File: config.mk
export PLATFORM = sky130hd
export DESIGN_NAME = multicycle_control
export DESIGN_NICKNAME = d
export VERILOG_FILES = /design/src/rtl/mc_pkg.sv /design/src/rtl/retire_counter.sv /design/src/rtl/multicycle_control.sv
export SDC_FILE = /design/constraint.sdc
export NUM_CORES = 1
export LEC_CHECK = 0
export ABC_CLOCK_PERIOD_IN_PS = 3400
export CAP_MARGIN = 20
export CORE_MARGIN = 5
export CORE_UTILIZATION = 52
export DETAILED_ROUTE_END_ITERATION = 8
export MAX_ROUTING_LAYER = met4
export PLACE_DENSITY = 0.85
export REMOVE_ABC_BUFFERS = 1
export SYNTH_ARGS = -nofsm -noshare
export SYNTH_HDL_FRONTEND = slang
export SYNTH_SLANG_ARGS = --single-unit
File: constraint.sdc
create_clock -name i_clk -period 3.4 [get_ports i_clk]
set_input_delay 1.02 -clock i_clk [delete_from_list [all_inputs] [get_ports i_clk]]
set_output_delay 1.02 -clock i_clk [all_outputs]
set_load 0.02 [all_outputs]
File: src/rtl/mc_pkg.sv
// rtl/mc_pkg.sv - shared types and constants for the multi-cycle control sequencer
//
// Purpose: state encoding, supported opcodes, ALU operation codes and the
//          opcode classification helpers used by multicycle_control.
// Ports:   none (package).
package mc_pkg;

    typedef enum logic [2:0] {
        ST_FETCH  = 3'd0,
        ST_DECODE = 3'd1,
        ST_EXEC   = 3'd2,
        ST_MEM    = 3'd3,
        ST_WB     = 3'd4,
        ST_MWB    = 3'd5
    } state_t;

    localparam logic [5:0] OP_RTYPE = 6'h00;
    localparam logic [5:0] OP_ADDIU = 6'h09;
    localparam logic [5:0] OP_ORI   = 6'h0D;
    localparam logic [5:0] OP_LW    = 6'h23;
    localparam logic [5:0] OP_SW    = 6'h2B;

    localparam logic [1:0] ALUOP_ADD   = 2'b00;
    localparam logic [1:0] ALUOP_SUB   = 2'b01;
    localparam logic [1:0] ALUOP_FUNCT = 2'b10;
    localparam logic [1:0] ALUOP_OR    = 2'b11;

    function automatic logic is_supported(input logic [5:0] op);
        return (op == OP_RTYPE) || (op == OP_ADDIU) || (op == OP_ORI) ||
               (op == OP_LW)    || (op == OP_SW);
    endfunction

    // ALU controls shared by EXEC and WB (WB holds what EXEC drove).
    function automatic logic [1:0] exec_alu_op(input logic [5:0] op);
        if (op == OP_RTYPE)
            return ALUOP_FUNCT;
        else if (op == OP_ORI)
            return ALUOP_OR;
        else
            return ALUOP_ADD;
    endfunction

    function automatic logic exec_alu_src(input logic [5:0] op);
        return (op == OP_ADDIU) || (op == OP_ORI) || (op == OP_LW) || (op == OP_SW);
    endfunction

endpackage

File: src/rtl/retire_counter.sv
// rtl/retire_counter.sv - wrap-around retired-instruction counter
//
// Purpose: COUNT_W-bit counter, increments by one when i_inc is high,
//          wraps from all-ones to zero.
// Ports:   i_clk   - clock
//          i_rst   - asynchronous active-high reset (clears count)
//          i_inc   - increment enable
//          o_count - current count
module retire_counter #(
    parameter int COUNT_W = 32
) (
    input  logic               i_clk,
    input  logic               i_rst,
    input  logic               i_inc,
    output logic [COUNT_W-1:0] o_count
);

    logic [COUNT_W-1:0] r_count;

    always_ff @(posedge i_clk or posedge i_rst) begin
        if (i_rst)
            r_count <= '0;
        else if (i_inc)
            r_count <= r_count + COUNT_W'(1);
    end

    assign o_count = r_count;

endmodule

File: src/rtl/multicycle_control.sv
// rtl/multicycle_control.sv - multi-cycle Moore control sequencer for the I-format datapath
//
// Purpose: steps each instruction through FETCH/DECODE/EXEC/MEM/WB/MWB,
//          drives datapath enables, waits on data-memory ready, flags
//          unsupported opcodes and counts retired instructions.
// Ports:   i_clk, i_rst          - clock, asynchronous active-high reset
//          i_run                 - allow FETCH to issue a new instruction
//          i_opcode[5:0]         - Instr[31:26], used only in DECODE
//          i_mem_ready           - data memory access complete (MEM only)
//          o_pc_write/o_ir_write - PC and IR load enables
//          o_reg_write/o_reg_dst/o_mem_to_reg - register file controls
//          o_alu_src/o_alu_op    - ALU operand select and operation
//          o_mem_read/o_mem_write - data memory strobes
//          o_illegal             - sticky unsupported-opcode flag
//          o_state[2:0]          - current state, for debug
//          o_retired             - retired instruction count
module multicycle_control
    import mc_pkg::*;
#(
    parameter int COUNT_W = 32
) (
    input  logic               i_clk,
    input  logic               i_rst,
    input  logic               i_run,
    input  logic [5:0]         i_opcode,
    input  logic               i_mem_ready,
    output logic               o_pc_write,
    output logic               o_ir_write,
    output logic               o_reg_write,
    output logic               o_reg_dst,
    output logic               o_alu_src,
    output logic               o_mem_read,
    output logic               o_mem_write,
    output logic               o_mem_to_reg,
    output logic [1:0]         o_alu_op,
    output logic               o_illegal,
    output logic [2:0]         o_state,
    output logic [COUNT_W-1:0] o_retired
);

    state_t     r_state;
    state_t     w_next;
    logic [5:0] r_op;
    logic       r_illegal;
    logic       w_retire;

    // State register
    always_ff @(posedge i_clk or posedge i_rst) begin
        if (i_rst)
            r_state <= ST_FETCH;
        else
            r_state <= w_next;
    end

    // Opcode latch and sticky illegal flag, both captured in DECODE only.
    always_ff @(posedge i_clk or posedge i_rst) begin
        if (i_rst) begin
            r_op      <= '0;
            r_illegal <= 1'b0;
        end else if (r_state == ST_DECODE) begin
            r_op <= i_opcode;
            if (!is_supported(i_opcode))
                r_illegal <= 1'b1;
        end
    end

    // Next-state logic
    always_comb begin
        w_next = r_state;
        case (r_state)
            ST_FETCH:  w_next = i_run ? ST_DECODE : ST_FETCH;
            ST_DECODE: w_next = is_supported(i_opcode) ? ST_EXEC : ST_FETCH;
            ST_EXEC:   w_next = ((r_op == OP_LW) || (r_op == OP_SW)) ? ST_MEM : ST_WB;
            ST_MEM: begin
                if (i_mem_ready)
                    w_next = (r_op == OP_LW) ? ST_MWB : ST_FETCH;
            end
            ST_WB:     w_next = ST_FETCH;
            ST_MWB:    w_next = ST_FETCH;
            default:   w_next = ST_FETCH;
        endcase
    end

    // An instruction retires on the transition that ends it: WB, MWB, or a
    // completed store in MEM. An illegal opcode leaves DECODE without retiring.
    assign w_retire = (r_state == ST_WB) || (r_state == ST_MWB) ||
                      ((r_state == ST_MEM) && i_mem_ready && (r_op == OP_SW));

    // Output decode from state and latched opcode only.
    always_comb begin
        o_pc_write   = 1'b0;
        o_ir_write   = 1'b0;
        o_reg_write  = 1'b0;
        o_reg_dst    = 1'b0;
        o_alu_src    = 1'b0;
        o_mem_read   = 1'b0;
        o_mem_write  = 1'b0;
        o_mem_to_reg = 1'b0;
        o_alu_op     = ALUOP_ADD;
        case (r_state)
            ST_FETCH: begin
                o_pc_write = i_run;
                o_ir_write = i_run;
            end
            ST_EXEC: begin
                o_alu_src = exec_alu_src(r_op);
                o_alu_op  = exec_alu_op(r_op);
            end
            ST_MEM: begin
                o_alu_src   = 1'b1;
                o_alu_op    = ALUOP_ADD;
                o_mem_read  = (r_op == OP_LW);
                o_mem_write = (r_op == OP_SW);
            end
            ST_WB: begin
                o_reg_write = 1'b1;
                o_reg_dst   = (r_op == OP_RTYPE);
                o_alu_src   = exec_alu_src(r_op);
                o_alu_op    = exec_alu_op(r_op);
            end
            ST_MWB: begin
                o_reg_write  = 1'b1;
                o_mem_to_reg = 1'b1;
            end
            default: begin
                o_pc_write = 1'b0;
            end
        endcase
    end

    assign o_illegal = r_illegal;
    assign o_state   = r_state;

    retire_counter #(
        .COUNT_W (COUNT_W)
    ) u_retire_counter (
        .i_clk   (i_clk),
        .i_rst   (i_rst),
        .i_inc   (w_retire),
        .o_count (o_retired)
    );

endmodule

Fig. 1: run 1, gate families picked out
Scale bar: 20 um.
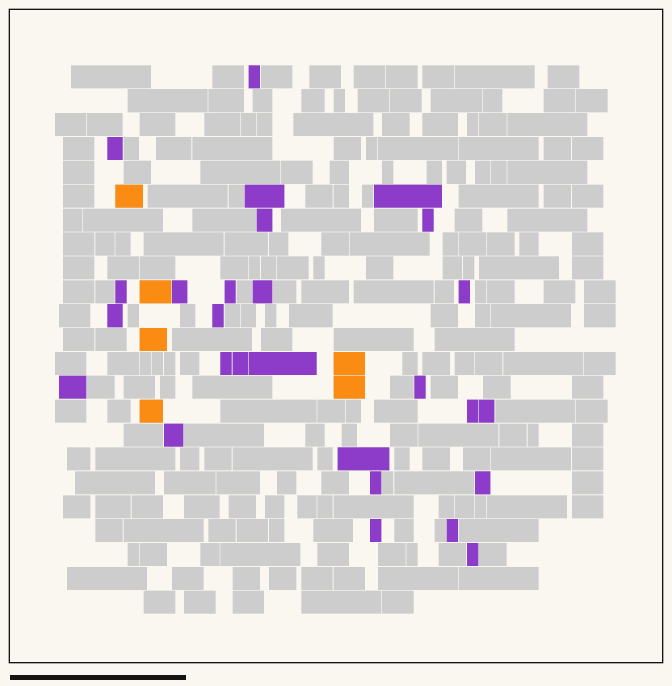
| color | family | cells | most used |
|---|---|---|---|
| purple | nor cells | 27 | nor2_1 |
| orange | non-inverting ao/oa cells | 6 | o211a_1 |
logic share of the area: 0.3642
leading cell type in the layout, fill and taps excluded: clkdlybuf4s50_1
final std cells w/o fill: 307

Fig. 2: run 1, clock distribution
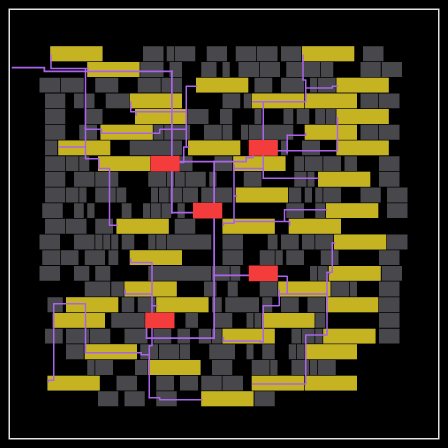
[red] clock-net drivers | count: 5
[purple] clock wires | length: 493 um
[yellow] flip-flops | count: 42
routed clock nets: 6

Fig. 3: run 1, signal wires by layer
Scale bar: 20 um.
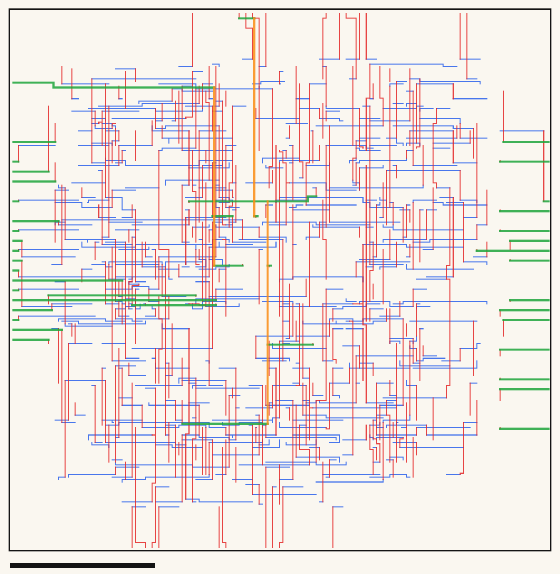
| color | layer | wire length |
|---|---|---|
| green | M3 | 287 um |
| red | M2 | 2230 um |
| blue | M1 | 1930 um |
| orange | M4 | 82.3 um |
Via Count: 1705
overall track demand over capacity in global routing: 0.1871
detailed-route wire length: 4533 um
average wire per standard cell: 14.77 um

==> results.toml, run 1 <==
# generated from flow reports
[run_status]
status = "complete, no violations"

[final_timing]
setup_slack_ps = 160.9
grt_setup_unrepaired = "false"
timing_hold_violations_final = 0
finalSetupTns_ps = 0

[logic_synthesis]
share_of_flip_flops_with_an_asynchronous_set_or_reset = 1.000
post-synth-top-area-cell = "dfrtp_1"
netlist_instances = 197
synth.yosys.num_cells = 197
synthesis.area_per_instance_um2 = 10.89
synth-seq-area-share = 0.4898
synthDominantCellAreaShare = 0.4898
synth-main-ff-cell = "dfrtp_1"

[critical_path]
timing.critical_path.max_delay_family = "buffers and inverters"
reg2reg_setup_slack_ps = 1430
critical_path_depth = 4
critical_path.endpoint = "o_alu_op[1]"
crit_path_cell_chain = "nor4_2 -> o21ai_0 -> a21oi_1 -> clkdlybuf4s50_1"
worst_path_largest_cell_delay_ps = 660
endpoint_kind = "output port"
r2r-start = "o_state[0]"
arrival_ps = 2220

[power]
post-layout-total-power_w = 0.001663
power.switching_fraction = 0.3552
worst_ir_drop_vdd_v = 0.0004644
power_clock_w = 0.000386
p_sw_w = 0.0005907
internal_power_w = 0.001072

[placement]
dpl-instance-area_mm2 = 0.002749
placement.io_buffers = 55
place.detailed.instances = 299

[floorplanning]
die_h_um = 74.24
fp-utilization = 0.5364
chipArea_mm2 = 0.005512

[cells_and_area]
layout.core_utilization = 0.7154
area_growth_pct = 33.35
share_of_final_layout_standard_cells_stronger_than_drive_strength_1 = 0.1206
diodes = 0

[clocking]
worstSkewPairLatency_ps = 290
cts.clk_slew.worst_paths_ps = 80
cts-resized-gates = 2
cts_tree = "built"
htreeDepth = 2
post_cts_hold_buffer_count = 0

[detailed_routing]
drt_iter0_drc = 88
met3_wl_post_dr_um = 286
ant_nets = 0

[global_route]
grt_overflow = 0
first_pass_grt_wire_length_um = 7686

[hold_path]
hp-class = "flip-flop to flip-flop"
min_to = "u_retire_counter.o_count[31]"

[run]
max_cap_violations = 0
-- run 1: cell usage in the layout (no fill, tap or decap), types with 2 or more instances in the layout --
cell type | synthesis | layout
a21oi_1 | 4 | 4
mux2_2 | 7 | 7
nand3_1 | 14 | 14
nor2b_1 | 2 | 2
clkbuf_8 | 0 | 5
and2_1 | 4 | 4
clkdlybuf4s50_1 | 0 | 53
nand2b_1 | 2 | 2
inv_1 | 5 | 5
clkinv_2 | 0 | 2
nand2_1 | 15 | 15
and4_1 | 2 | 2
dlygate4sd2_1 | 0 | 2
dfrtp_1 | 42 | 42
nor4_4 | 2 | 2
nor2_1 | 13 | 13
xnor2_1 | 22 | 22
xor2_1 | 7 | 7
and3_1 | 4 | 4
o211a_1 | 2 | 2
o21ai_0 | 4 | 4
buf_4 | 3 | 4
nand4b_1 | 2 | 2
xor2_2 | 2 | 2
nor3_1 | 7 | 7
nand4_1 | 8 | 8
-- run 1: layer usage --
metal  up-vias  global-route usage
met5         -                   -
met1       842              0.2305
met4         0             0.05336
li1        807                   -
met3         8             0.05000
met2        48              0.3041
-- run 1: area by class of cell --
cell class / instances / area [um^2]
fillers: 319 / 1139
flip-flops and latches: 42 / 1051
multi-input cells: 143 / 1042
repair buffers: 59 / 578.1
clock buffers: 5 / 68.82
well taps: 50 / 62.56
clock inverters: 3 / 40.04
inverters: 5 / 18.77
-- run 1: cell families (layout without fill, tap and decap cells) --
family	Yosys count	in the layout	synth area share
AND-OR/OR-AND	16	16	0.04957
flip-flops	42	42	0.4898
XOR/XNOR	31	31	0.1335
AND/OR/NAND/NOR	88	88	0.2571
buffers and inverters	12	72	0.02741
adder cells (fa/ha/maj)	1	1	0.005830
multiplexers	7	7	0.03674
==> run 1 -> run 2 <==
--- a/config.mk
+++ b/config.mk
@@ -5,6 +5,7 @@
 export SDC_FILE = /design/constraint.sdc
 export NUM_CORES = 1
 export LEC_CHECK = 0
+export ABC_AREA = 0
 export ABC_CLOCK_PERIOD_IN_PS = 3400
 export CAP_MARGIN = 20
 export CORE_MARGIN = 5
Fig. 4: run 2, clock distribution
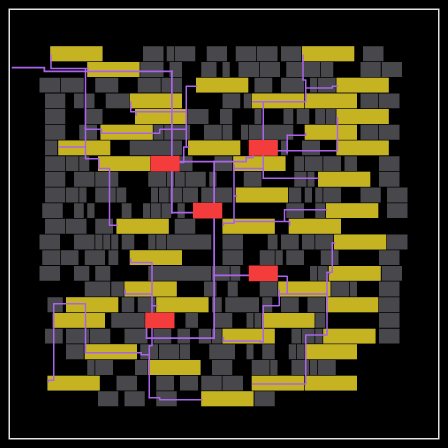
[purple] clock wires | length: 493 um
[red] clock-net drivers | count: 5
[yellow] flip-flops | count: 42
flops lie: spread over the die
routed clock nets: 6
clock insertion delay at the later pin of the skew report: 290 ps
Setup Skew: 6.680 ps
clock network fraction of design power: 0.232
reported clock group power: 0.000386 W

Fig. 5: run 2, signal wires by layer
Scale bar: 20 um.
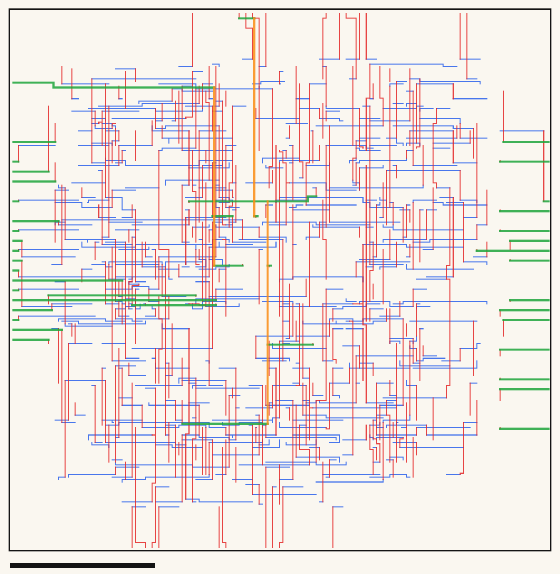
| color | layer | wire length |
|---|---|---|
| blue | M1 | 1930 um |
| red | M2 | 2230 um |
| green | M3 | 287 um |
| orange | M4 | 82.3 um |

==> run 2 against run 1 <==
Setup slack stayed put. Clock skew stayed put. Utilization stayed put. Synthesized area stayed put. Die area stayed put.
==> results.toml, run 2 <==
# generated from flow reports
[floorplanning]
die_w_um = 74.24
fp-utilization = 0.5364
die_h_um = 74.24
chipArea_mm2 = 0.005512

[clocking]
number_of_sinks_handled_by_clock_tree_synthesis = 42
htreeDepth = 2
cts_buffer_depth = 2
post_cts_hold_buffer_count = 0
cts_buffers = 5
post-cts-setup-buffers = 0
cts.clk_slew.worst_paths_ps = 80
cts_tree = "built"
cts-resized-gates = 2

[global_route]
grt_overflow = 0
groute.layer.met2.usage = 0.3041
globalRouteTotalUtil = 0.1871
globalRouteMet3Util = 0.05000
first_pass_grt_wire_length_um = 7686
top_usage_layer = "met2"
groute.layer.met1.usage = 0.2305

[final_timing]
grt_setup_unrepaired = "false"
headroom_to_the_max_slew_limit = 0.6498
timing_hold_violations_final = 0
holdWs_ps = 475.7

[detailed_routing]
met3_wl_post_dr_um = 286
m1_wire_length_um = 1933
vias = 1705
routed_wirelength_um = 4533
ant_nets = 0
route.detailed.wl_per_inst_um = 14.77
drt_iter0_drc = 88

[run_status]
status = "complete, no violations"

[logic_synthesis]
post-synth-top-area-cell = "dfrtp_1"
synth.yosys.num_cells = 197
synthDominantCellAreaShare = 0.4898
netlist_instances = 197
yosys-top-cells-count = "dfrtp_1 (42), xnor2_1 (22), nand2_1 (15)"
synth_chip_area_mm2 = 0.002146
synth-seq-area-share = 0.4898
synth-main-ff-cell = "dfrtp_1"
synthesis.area_per_instance_um2 = 10.89
share_of_flip_flops_with_an_asynchronous_set_or_reset = 1.000

[placement]
dpl-instance-area_mm2 = 0.002749
placement.io_buffers = 55
place.detailed.instances = 299

[run]
stage_log_warnings = 25
max_cap_violations = 0

[critical_path]
timing.critical_path.from = "o_state[0]"
required_time_worst_endpoint_ps = 2380
timing.setup.critical_path_class = "flip-flop to output port"
crit_path_cell_chain = "nor4_2 -> o21ai_0 -> a21oi_1 -> clkdlybuf4s50_1"
cp-start-kind = "flip-flop"
critical_path.endpoint = "o_alu_op[1]"
timing.critical_path.max_delay_family = "buffers and inverters"
arrival_ps = 2220
endpoint_kind = "output port"
critical_path_depth = 4
r2r-start = "o_state[0]"
worstReg2RegEnd = "u_retire_counter.o_count[1]"
reg2reg_setup_slack_ps = 1430
worst_path_largest_cell_delay_ps = 660

[hold_path]
hp-class = "flip-flop to flip-flop"

[cells_and_area]
share_of_final_layout_standard_cells_stronger_than_drive_strength_1 = 0.1206
diodes = 0
fill_cells = 319
lay_top_cells = "clkdlybuf4s50_1 (53), dfrtp_1 (42), xnor2_1 (22), nand2_1 (15), nand3_1 (14)"
area_growth_pct = 33.35
final_cells = 307
layout_top_cell_excl_fill_tap = "clkdlybuf4s50_1"

[power]
worst_ir_drop_vdd_v = 0.0004644
post-layout-total-power_w = 0.001663
leakage_nw = 1.275
power_density_mw_per_mm2 = 581.1
Fig. 6: run 2, cell area per tile
7 x 7 tiles, from dark blue (low) to red (high), 0 to 100% covered.
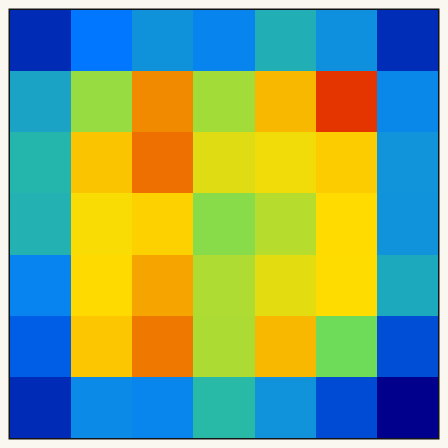
fullest tile: 94%
tiles over 75% full: 29%
densest ninth of the die: center
mean over tiles: 51%

-- run 2: cell counts after synthesis --
No cell type changed its count.
-- run 2: cell families (layout without fill, tap and decap cells) --
group | Yosys count | count (layout) | synth area share
AND/OR/NAND/NOR | 88 | 88 | 0.2571
flip-flops | 42 | 42 | 0.4898
XOR/XNOR | 31 | 31 | 0.1335
AND-OR/OR-AND | 16 | 16 | 0.04957
buffers and inverters | 12 | 72 | 0.02741
multiplexers | 7 | 7 | 0.03674
adder cells (fa/ha/maj) | 1 | 1 | 0.005830
-- run 2: power breakdown --
part / internal, W / switching [W] / total [W]
sequential: 0.000580 / 0.000165 / 0.000745
clock: 0.000216 / 0.000169 / 0.000386
combinational: 0.000276 / 0.000256 / 0.000533
total: 0.00107 / 0.000591 / 0.00166
-- run 2: worst min path at each step --
stage                                         endpoint  cells past startpoint
final                     u_retire_counter.o_count[31]                      1
after global routing      u_retire_counter.o_count[31]                      1
after CTS                                    o_illegal                      1
after detailed placement                     o_illegal                      1
after global placement                       o_illegal                      1
after floorplan                                r_op[4]                      1
-- run 2: cell type report --
| class | instances | area (um^2) | share of cell area |
|---|---|---|---|
| multi-input cells | 143 | 1042 | 0.3642 |
| repair buffers | 59 | 578.1 | 0.2020 |
| clock buffers | 5 | 68.82 | 0.02405 |
| flip-flops and latches | 42 | 1051 | 0.3673 |
| well taps | 50 | 62.56 | 0.02186 |
| clock inverters | 3 | 40.04 | 0.01399 |
| inverters | 5 | 18.77 | 0.006559 |
-- run 2: through the flow --
step                  util  setup WS, ps  setup TNS, ps
finish              0.7154         160.9              0
global route        0.7154         86.96              0
CTS                 0.7138         132.1              0
detailed placement  0.6872        -128.5         -245.6
global placement    0.6872        -60.46         -120.2
floorplan                -        -13.21         -26.41
==> run 2 -> run 3 <==
--- a/config.mk
+++ b/config.mk
@@ -14,6 +14,7 @@
 export MAX_ROUTING_LAYER = met4
 export PLACE_DENSITY = 0.85
 export REMOVE_ABC_BUFFERS = 1
+export SLEW_MARGIN = 20
 export SYNTH_ARGS = -nofsm -noshare
 export SYNTH_HDL_FRONTEND = slang
 export SYNTH_SLANG_ARGS = --single-unit
Fig. 7: run 3, signal wires by layer
Scale bar: 20 um.
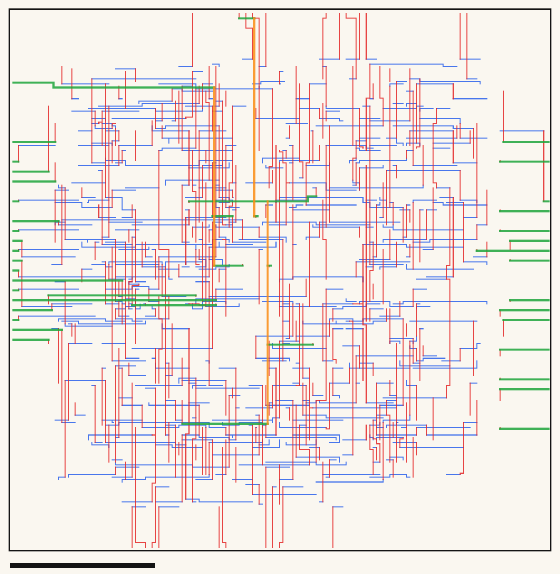
| color | layer | wire length |
|---|---|---|
| orange | M4 | 82.3 um |
| red | M2 | 2230 um |
| green | M3 | 287 um |
| blue | M1 | 1930 um |

Fig. 8: run 3, gate families picked out
Scale bar: 20 um.
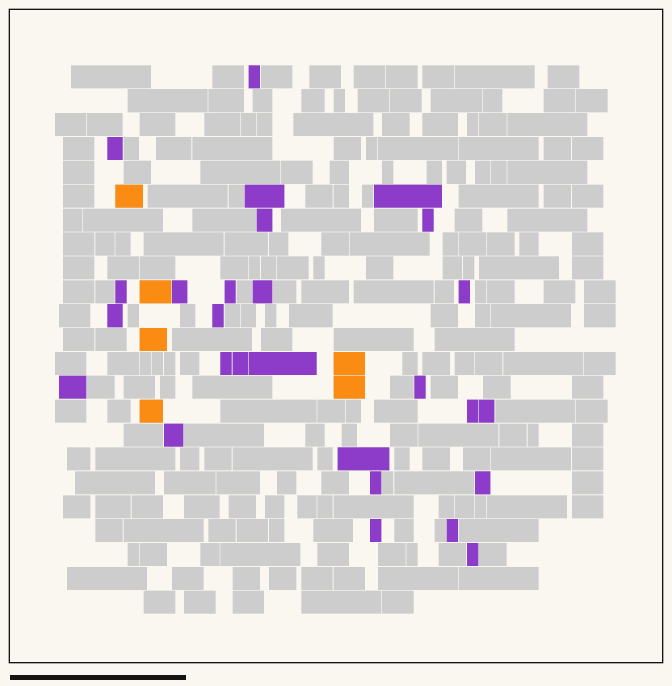
| color | family | cells | most used |
|---|---|---|---|
| orange | non-inverting ao/oa cells | 6 | o211a_1 |
| purple | nor cells | 27 | nor2_1 |

==> run 3 against run 2 <==
Clock skew stayed put. Critical path depth stayed put. Global-route usage stayed put. Final area stayed put. Die area stayed put. Via count stayed put. Register-to-register slack hardly changed. Maximum frequency stayed put. Sequential power hardly changed. Combinational power hardly changed. Non-clock buffer count stayed put. Critical path type unchanged. Largest cell class unchanged. Highest routed layer unchanged.
==> results.toml, run 3 <==
# generated from flow reports
[critical_path]
crit_path_cell_chain = "nor4_2 -> o21ai_0 -> a21oi_1 -> clkdlybuf4s50_1"
worst_path_largest_cell_delay_ps = 660
timing.critical_path.max_delay_family = "buffers and inverters"
required_time_worst_endpoint_ps = 2380
endpoint_kind = "output port"
timing.setup.critical_path_class = "flip-flop to output port"
arrival_ps = 2220
slowest_stage = "clkdlybuf4s50_1"
cp-start-kind = "flip-flop"

[logic_synthesis]
synth_chip_area_mm2 = 0.002146
synthDominantCellAreaShare = 0.4898
yosys-top-cells-count = "dfrtp_1 (42), xnor2_1 (22), nand2_1 (15)"
synth_flop_count = 42
synthesis.area_per_instance_um2 = 10.89
synth-main-ff-cell = "dfrtp_1"
synth.yosys.num_cells = 197
post-synth-top-area-cell = "dfrtp_1"
netlist_instances = 197
share_of_flip_flops_with_an_asynchronous_set_or_reset = 1.000
synth-seq-area-share = 0.4898
ys.warnings.count = 0

[global_route]
first_pass_grt_wire_length_um = 7686
globalRouteTotalUtil = 0.1871
groute.layer.met2.usage = 0.3041
groute.layer.met1.usage = 0.2305
globalRouteMet3Util = 0.05000
antenna_violations_before_repair = 0
grt_overflow = 0
top_usage_layer = "met2"

[cells_and_area]
diodes = 0
share_of_final_layout_standard_cells_stronger_than_drive_strength_1 = 0.1206
final_cells = 307
layout_top_cell_excl_fill_tap = "clkdlybuf4s50_1"
area_growth_pct = 33.35
layout.cell_area.non_filler_mm2 = 0.002861
fill_cells = 319
lay_top_cells = "clkdlybuf4s50_1 (53), dfrtp_1 (42), xnor2_1 (22), nand2_1 (15), nand3_1 (14)"

[final_timing]
grt_setup_unrepaired = "false"
timing_hold_violations_final = 0
headroom_to_the_max_slew_limit = 0.6498
finalSetupTns_ps = 0
finalClockSkew_ps = 6.680
worst_slew_pin_slew_ps = 525.4
setup_slack_ps = 160.9
min_period_over_period = 0.9527

[detailed_routing]
drt_iter0_drc = 88
ant_nets = 0
routed_wirelength_um = 4533
vias = 1705
m1_wire_length_um = 1933
route.detailed.wl_per_inst_um = 14.77
met3_wl_post_dr_um = 286

[clocking]
cts_buffer_depth = 2
cts_tree = "built"
worstSkewPairLatency_ps = 290
cts_buffers = 5
post-cts-setup-buffers = 0
htreeDepth = 2
post_cts_hold_buffer_count = 0
cts.clk_slew.worst_paths_ps = 80
number_of_sinks_handled_by_clock_tree_synthesis = 42

[floorplanning]
fp-utilization = 0.5364
chipArea_mm2 = 0.005512
placementRows = 23
die_h_um = 74.24
die_w_um = 74.24

[run]
max_cap_violations = 0
stage_log_warnings = 25

[placement]
dpl-instance-area_mm2 = 0.002749
placement.io_buffers = 55
place.detailed.instances = 299
place_ws_ps = -128.5

[power]
leakage_nw = 1.275
power_density_mw_per_mm2 = 581.1
post-layout-total-power_w = 0.001663
worst_ir_drop_vdd_v = 0.0004644

[run_status]
status = "complete, no violations"

[hold_path]
hp-class = "flip-flop to flip-flop"
Fig. 9: run 3, cell area per tile
7 x 7 tiles, from dark blue (low) to red (high), 0 to 100% covered.
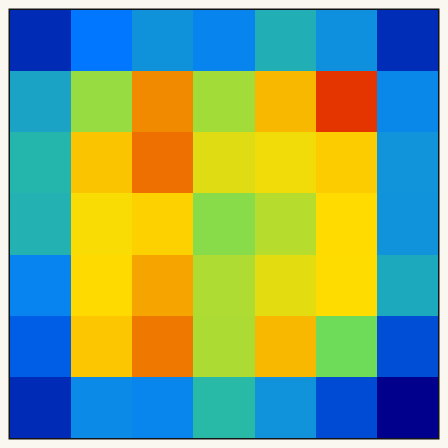
densest ninth of the die: center
tiles over 75% full: 29%
emptiest ninth of the die: south-east
Core Util, Final: 0.7154
area of the core region: 0.004000 mm^2

run 3: cell counts in the layout (fill, tap and decap cells not counted):
Identical to the previous run, type by type.
run 3: cells by family (layout without fill, tap and decap cells):
group / after synthesis / count (layout) / share of synthesized area
adders and majority gates: 1 / 1 / 0.005830
muxes: 7 / 7 / 0.03674
and+or+nand+nor: 88 / 88 / 0.2571
xor gates and xnor gates: 31 / 31 / 0.1335
AOI/OAI and AO/OA: 16 / 16 / 0.04957
DFF: 42 / 42 / 0.4898
buffers and inverters: 12 / 72 / 0.02741
run 3: per-stage QoR:
| stage | hold slack, ps | util |
|---|---|---|
| floorplan | 496.2 | - |
| global placement | 455.9 | 0.6872 |
| detailed placement | 455.1 | 0.6872 |
| CTS | 480.1 | 0.7138 |
| global route | 508.3 | 0.7154 |
| finish | 475.7 | 0.7154 |
run 3: worst paths after layout:
check                                              from                           end  slack, ps  cells past startpoint
max                                          o_state[0]                   o_alu_op[1]        160                      4
min                        u_retire_counter.o_count[31]  u_retire_counter.o_count[31]        480                      1
max reg2reg                                  o_state[0]   u_retire_counter.o_count[1]       1430                      4
min reg2reg                u_retire_counter.o_count[31]  u_retire_counter.o_count[31]        480                      1
max in group asynchronous                         i_rst   u_retire_counter.o_count[7]       1880                      3
min in group asynchronous                         i_rst  u_retire_counter.o_count[15]       1160                      3
run 3: layout make-up:
type	count	area (um^2)	share of cell area
inverter	5	18.77	0.006559
timing repair buffer	59	578.1	0.2020
tap	50	62.56	0.02186
clock inverter	3	40.04	0.01399
clock buffer	5	68.82	0.02405
sequential	42	1051	0.3673
multi-input combinational	143	1042	0.3642
run 3: report_power, final:
part | switching [W] | internal [W]
registers | 0.000165 | 0.000580
clock network | 0.000169 | 0.000216
logic | 0.000256 | 0.000276
Power is estimated from default activity; no workload was simulated.
